**config.mk**
```make
export PLATFORM = sky130hd
export DESIGN_NAME = arb_mux
export DESIGN_NICKNAME = d
export VERILOG_FILES = /design/src/rtl/arb_mux.sv
export SDC_FILE = /design/constraint.sdc
export NUM_CORES = 1
export LEC_CHECK = 0
export CAP_MARGIN = 0
export CELL_PAD_IN_SITES_DETAIL_PLACEMENT = 0
export CELL_PAD_IN_SITES_GLOBAL_PLACEMENT = 2
export CORE_MARGIN = 4
export CORE_UTILIZATION = 17
export CTS_BUF_LIST = sky130_fd_sc_hd__clkbuf_8
export DETAILED_ROUTE_END_ITERATION = 8
export GPL_TIMING_DRIVEN = 0
export PLACE_DENSITY_LB_ADDON = 0.12
export SKIP_LAST_GASP = 1
export SLEW_MARGIN = 40
export SYNTH_ARGS = -nofsm -noshare
export SYNTH_HDL_FRONTEND = slang
export SYNTH_SLANG_ARGS = --single-unit
```
**constraint.sdc**
```tcl
create_clock -name clock -period 2.2 [get_ports clock]
set_clock_uncertainty 0.15 [all_clocks]
set_input_delay 0.33 -clock clock [delete_from_list [all_inputs] [get_ports clock]]
set_output_delay 0.33 -clock clock [all_outputs]
set_load 0.01 [all_outputs]
```
**src/rtl/arb_mux.sv**
```systemverilog
// Registered N-bit channel multiplexer with fixed-select or round-robin
// arbitration and a single valid/ready output stage.
module arb_mux #(
    parameter int  N        = 32,
    parameter int  CHANNELS = 4,
    localparam int SEL_W    = $clog2(CHANNELS)
) (
    input  logic                  clock,
    input  logic                  reset,
    input  logic [CHANNELS*N-1:0] in_data,
    input  logic [CHANNELS-1:0]   in_valid,
    output logic [CHANNELS-1:0]   in_ready,
    input  logic                  mode,
    input  logic [SEL_W-1:0]      control,
    output logic [N-1:0]          out_data,
    output logic                  out_valid,
    input  logic                  out_ready,
    output logic [SEL_W-1:0]      out_channel
);
    localparam int unsigned CH_U = CHANNELS;
    localparam int unsigned N_U  = N;

    logic [SEL_W-1:0] ptr;
    logic [SEL_W-1:0] gidx;
    logic             gvalid;
    logic             load;
    logic             xfer;
    logic [N-1:0]     gdata;
    int unsigned      ptr_u;
    int unsigned      ctl_u;
    int unsigned      cand;

    always_comb begin
        gvalid = 1'b0;
        gidx   = '0;
        cand   = 0;
        ptr_u  = {{(32-SEL_W){1'b0}}, ptr};
        ctl_u  = {{(32-SEL_W){1'b0}}, control};
        if (!mode) begin
            if (ctl_u < CH_U) begin
                gvalid = in_valid[control];
                gidx   = control;
            end
        end else begin
            // cyclic search starting just after the last granted channel
            for (int unsigned k = 1; k <= CH_U; k++) begin
                cand = (ptr_u + k) % CH_U;
                if (!gvalid && in_valid[cand[SEL_W-1:0]]) begin
                    gvalid = 1'b1;
                    gidx   = cand[SEL_W-1:0];
                end
            end
        end
    end

    always_comb begin
        gdata = '0;
        for (int unsigned i = 0; i < CH_U; i++) begin
            if (gidx == i[SEL_W-1:0])
                gdata = in_data[i*N_U +: N];
        end
    end

    assign load = !out_valid || out_ready;
    assign xfer = load && gvalid;

    // reset gates the strobes so no channel sees an accept while held in reset
    always_comb begin
        in_ready = '0;
        for (int unsigned i = 0; i < CH_U; i++)
            in_ready[i] = reset && xfer && (gidx == i[SEL_W-1:0]);
    end

    always_ff @(posedge clock or negedge reset) begin
        if (!reset) begin
            out_valid   <= 1'b0;
            out_data    <= '0;
            out_channel <= '0;
            ptr         <= SEL_W'(CHANNELS - 1);
        end else if (xfer) begin
            out_valid   <= 1'b1;
            out_data    <= gdata;
            out_channel <= gidx;
            if (mode)
                ptr <= gidx;
        end else if (out_ready) begin
            out_valid <= 1'b0;
        end
    end
endmodule

```
==> notes.md <==
fresh numbers from the pnr run: outcome finished, violations left, failing checks setup timing, Resize count post-CTS 69, GRT overflow 0, synth cell count leaders nand2_1 (71), nor3_1 (36), dfrtp_1 (35), Routed WL per cell 19.0 µm, initial antenna violation count 0, Diodes inserted 0, maximum fanout along the worst path 7, RSZ-0062 raised after global routing yes, cell area after layout 0.00532 mm², worst hold start out_channel[1]$_DFFE_PN0P_, peak supply drop 290 µV, met2 Usage GRT 25.0%, # port buffers 174, seq pwr 1.16 mW, # Post-CTS Setup Buffers 15, die area 0.0176 mm², first-pass GRT wire length 20500 µm, routed wl met3 977 µm, pre-CTS setup slack -1.67 ns, DRT Pass-1 Iters 4, vias post-DR 3214, total clock sinks 37, Least-Margin Pin Slew 0.754 ns, leakage 2.06 nW, Peak Freq 379 MHz, sequential element share of the synthesized area 35.1%, CTS tree yes, layout net count 655, adder share 0%, CP max stage delay 0.59 ns, Tool Warnings 29, Placed Cells 674, HP Class flip-flop to flip-flop, crit path time final 2.64 ns, Hold EP out_channel[1]$_DFFE_PN0P_, r2r startpoint ptr[0]$_DFFE_PN1P_, WS Path Type flip-flop to flip-flop, Area leader share 33.2%, final setup violation count 36, layout overhead on the synthesized area 101%, max-cap violations 0, biggest area cells dfrtp_1 (33%), o22ai_2 (14%), nand2_1 (10%), Post-Synth XOR/XNOR Area 0%, antenna-violating nets left 0, simple share 21.6%, pin count of the biggest net entering global routing 22, WP data required 2.21 ns, power share of the combinational group 62.5%, Synth Register Bits 37, headroom to the max-slew limit 49.7%, number of global-route vias before repair 3590, CTS root buffer clkbuf_8, critical path depth in cells 12, worst setup path startpoint ptr[0]$_DFFE_PN1P_, hpwl dp 9580 µm, Cell Area, Placed 0.00469 mm², Cell Type Count 35, power per cell area 842 mW/mm², capture point of the worst reg-to-reg path out_data[0]$_DFFE_PN0P_, most used routing layer in global routing met2, syn nets 449, ys flop type dfrtp_1, R2R depth 12, post-layout period usage of the worst path 120%, yosys stat area 0.00264 mm², ao+oa area frac 36.4%, GRT Overall Usage 14.9%, initial drt markers 120, hold_ws 0.340 ns, most frequent CP cell buf_12, die width 133 µm, Clock Path Buffers 2, Pint 2.77 mW, Top cell excl fill/tap clkdlybuf4s50_1, CP endpoint kind flip-flop, Max Transition Viols Final 0, ys cells 311, Via density 4.56, crit path to out_data[0]$_DFFE_PN0P_, chip height 133 µm, most frequent cell after synthesis nand2_1, Metal-1 WL 5980 µm, total CTS buffers 5, startpoint types flip-flop, core area 0.0152 mm², Post-Syn Area 0.00264 mm², met2 wire length 6350 µm, Tot Pwr 4.47 mW, DRC viols 0, worst endpoint data arrival time 2.65 ns, cells after synthesis 311, P_clk 0.518 mW, Seq pwr share 25.9%, Main power group combinational cells, CP delay by family, top buffers and inverters, Comb. pwr 2.80 mW, sw power 1.70 mW, setup ws final -0.441 ns, RePlAce Congestion 0.764, setup_tns -12.53 ns, met1 usage 18.9%, H-tree depth 2, Top Layout Cells clkdlybuf4s50_1 (166), nand2_1 (69), dfrtp_1 (35), share of cells above drive strength 1 28.2%, clk slew on worst S/H paths 0.08 ns, Latency at later pin 0.30 ns, # hold bufs at CTS 2, final tally of hold violations 0, post-synth top area cell dfrtp_1, clock group share of total power 11.6%, crit-path cells buf_4, nor2b_4, o22ai_2, o211ai_4, a31oi_4, buf_6, or3_4, buf_12, buf_12, buf_12, o22ai_2, a21oi_1, # fillers 1609, synthesis warning total 0, critical path's slowest cell dfstp_2, Top logic family AND-OR/OR-AND gates, Switching Share 38.0%, fin cells 705, Mapped Avg Cell Area 8.49 µm², Bufs and invs on worst path 5, mux contribution to synthesized area 0.853%, uppermost routed layer met4, ys async rst share 100%, EDFF count, synth 0, fp util 17.4%, reg-to-reg slack, setup -0.44 ns, row count 45, num ports 177, worst hold stages 2
flip-flops by register name (all words and copies together) (netlist names):
| name | flops |
|---|---|
| ptr | 2 |
| out_channel | 2 |
| out_valid | 1 |
| out_data | 32 |
final cells by class:
| cell class | count | area, µm² | share of cell area (%) |
|---|---|---|---|
| multi-input combinational | 241 | 1750 | 32.9 |
| tap | 188 | 235 | 4.43 |
| inverter | 2 | 7.51 | 0.141 |
| timing repair buffer | 200 | 2020 | 38.0 |
| buffer | 30 | 289 | 5.44 |
| clock inverter | 1 | 3.75 | 0.0706 |
| clock buffer | 6 | 82.6 | 1.55 |
| sequential | 37 | 928 | 17.5 |
Figure 1. Register map, names as in the netlist.
Scale: 2 px per µm. Other sequential cells in the stronger gray, the rest of the logic in the fainter gray.
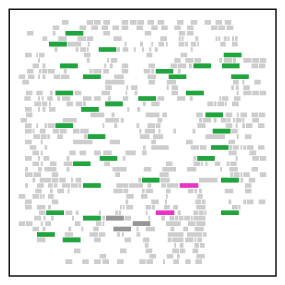
Key: magenta = ptr [placed flops 2]; green = out_data [placed flops 32]
flop share of the area: 17.5%
Final Util: 35.0%

Figure 2. The metal 3 layer.
Scale: 2 px per µm.
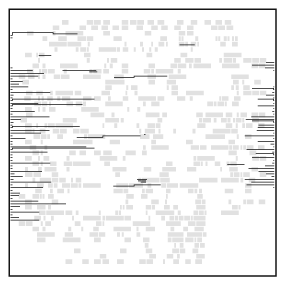
The longest straight run is 40.9 µm. The wires run mostly horizontal. 110 nets have wire on it. The layer holds 7.3% of the routed length. The layer carries 978 µm of wire.
Post-Route WL: 13400 µm
met3 usage: 5.02%

Power and IR drop assume default switching activity.
